Fig. 1: metal 1
Cells faint in the background.
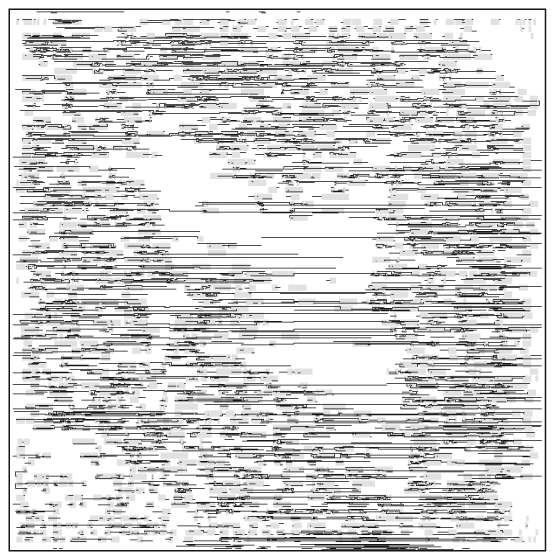
Fig. 2: the metal 2 layer
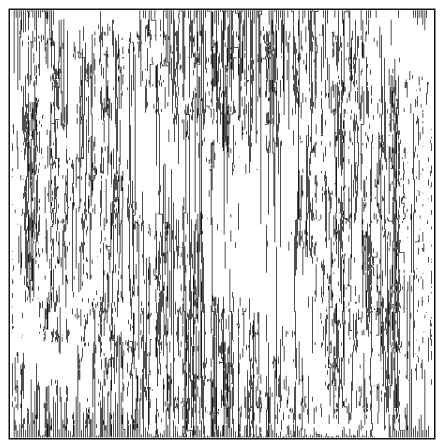
Fig. 3: metal 4
Cells faint in the background.
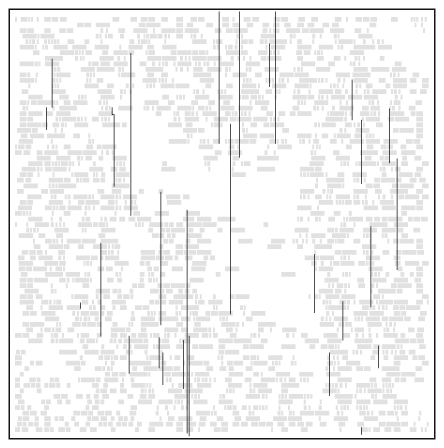
Fig. 4: track usage over the die
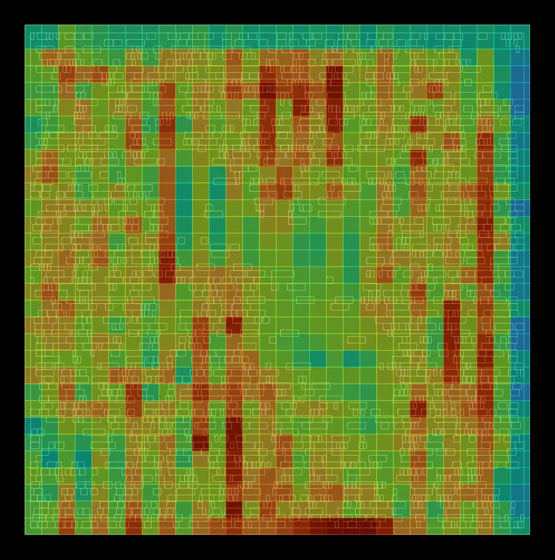
==> config.mk <==
export PLATFORM = sky130hd
export DESIGN_NAME = ar_seq_ctrl
export DESIGN_NICKNAME = d
export VERILOG_FILES = /design/src/rtl/arima_pkg.sv /design/src/rtl/ar_cfg_regs.sv /design/src/rtl/ar_seq_ctrl.sv
export SDC_FILE = /design/constraint.sdc
export NUM_CORES = 1
export LEC_CHECK = 0
export CAP_MARGIN = 20
export CORE_AREA = 2 2 206 208
export DETAILED_ROUTE_END_ITERATION = 7
export DIE_AREA = 0 0 208 210
export PLACE_DENSITY_LB_ADDON = 0.1
export REMOVE_ABC_BUFFERS = 1
export SLEW_MARGIN = 20
export SYNTH_ARGS = -nofsm -noshare
export SYNTH_HDL_FRONTEND = slang
export SYNTH_SLANG_ARGS = --single-unit
==> constraint.sdc <==
create_clock -name clk -period 2.5 [get_ports clk]
set_input_delay 0.375 -clock clk [delete_from_list [all_inputs] [get_ports clk]]
set_output_delay 0.375 -clock clk [all_outputs]
set_load 0.03 [all_outputs]
==> out/highlights.md <==
CTS
- Resize count post-CTS: 2
- clk slew on worst S/H paths: 0.06 ns
- buffer count from post-CTS setup fixing: 0
- clock insertion delay at the later pin of the skew report: 0.54 ns

Final timing
- Max Transition Viols Final: 0
- final worst slack: 0.147 ns
- total count of hold-check failures in the final report: 0
- RSZ-0062 raised after global routing: no
- clock tree skew after final layout: 0.00731 ns

Critical path
- startpoint type of the worst setup path: flop
- Crit path depth: 4
- cell breakdown of the critical path: buf_4 > nor3_2 > inv_1 > clkdlybuf4s50_1
- library cell contributing the largest single delay on the critical path: clkdlybuf4s50_1
- Crit Path Max Fanout: 10
- category of cells accounting for the largest share of critical-path delay: buffers and inverters

Finish
- Seq area share: 35.0%
- most frequently placed logic cells in the final layout: 520 x nand2_1, 403 x clkdlybuf4s50_1, 335 x dfxtp_1
- clock tree cell share of total cell area: 6.73%
- Leading cell kind: sequential cells
- Layout fillers: 4091
- area used by multi-input combinational logic: 0.00498 mm^2

Floorplanning
- tapcell count: 539
- IO Pins: 532
- floorplan die width: 208 um
- y dimension of the die: 210 um
- standard-cell row count: 75

Route
- vias per std cell: 4.70
- DRC viols: 0

Yosys
- Syn Area/Cell: 8.39 um^2
- flip-flop cell with the highest count after synthesis: dfxtp_1
- count of library flops with an enable pin: 0
- number of standard cells reported by yosys: 1519

Global route
- via count of the first global-routing pass: 11400

Outcome
- status: complete, no violations

## Picture notes: Fig. 1
The longest straight run is 90.2 um. The layer holds 44% of the routed length. The layer carries 23.1 mm of wire. 1836 nets have wire on it. The wires run mostly horizontal.
total vias in the final route: 11800
met1 track demand over resource: 29.6%
Detailed Route WL: 52700 um

## Picture notes: Fig. 2
The wires run mostly vertical. 1621 nets have wire on it. The layer carries 24.1 mm of wire. The longest straight run is 103 um. The layer holds 46% of the routed length.
met2 usage: 37.0%

## Picture notes: Fig. 3
The wires run mostly vertical. The layer holds 2.0% of the routed length. 18 nets have wire on it. The longest straight run is 110 um.

## Picture notes: Fig. 4
final standard cell utilization of the core: 46.1%
routed length per instance: 21.0 um

power by group:
part	switching [uW]	internal, uW	leakage (uW)
registers	34.0	5400	0.00270
clock network	2280	3500	0.000637
logic	596	359	0.00342
total	2910	9260	0.00676
through the flow:
stage	total power, uW	util [%]	std cells	hold slack [ns]	cell area, um^2
2_1_floorplan	5870	-	1353	0.437	11600
3_3_place_gp	6500	42.9	2432	0.442	17800
3_5_place_dp	6510	43.0	2433	0.446	17800
4_1_cts	12300	46.1	2501	0.367	19100
5_1_grt	12600	46.1	2503	0.394	19100
6_report	12200	46.1	2505	0.413	19100
metal layers:
layer	vias to the layer above	GRT usage, %	wire [um]
li1	5728	-	-
met4	6	5.92	1070
met5	-	1.67	111
met1	5567	29.6	23100
met3	67	8.58	4300
met2	394	37.0	24100
Power and IR drop assume default switching activity.
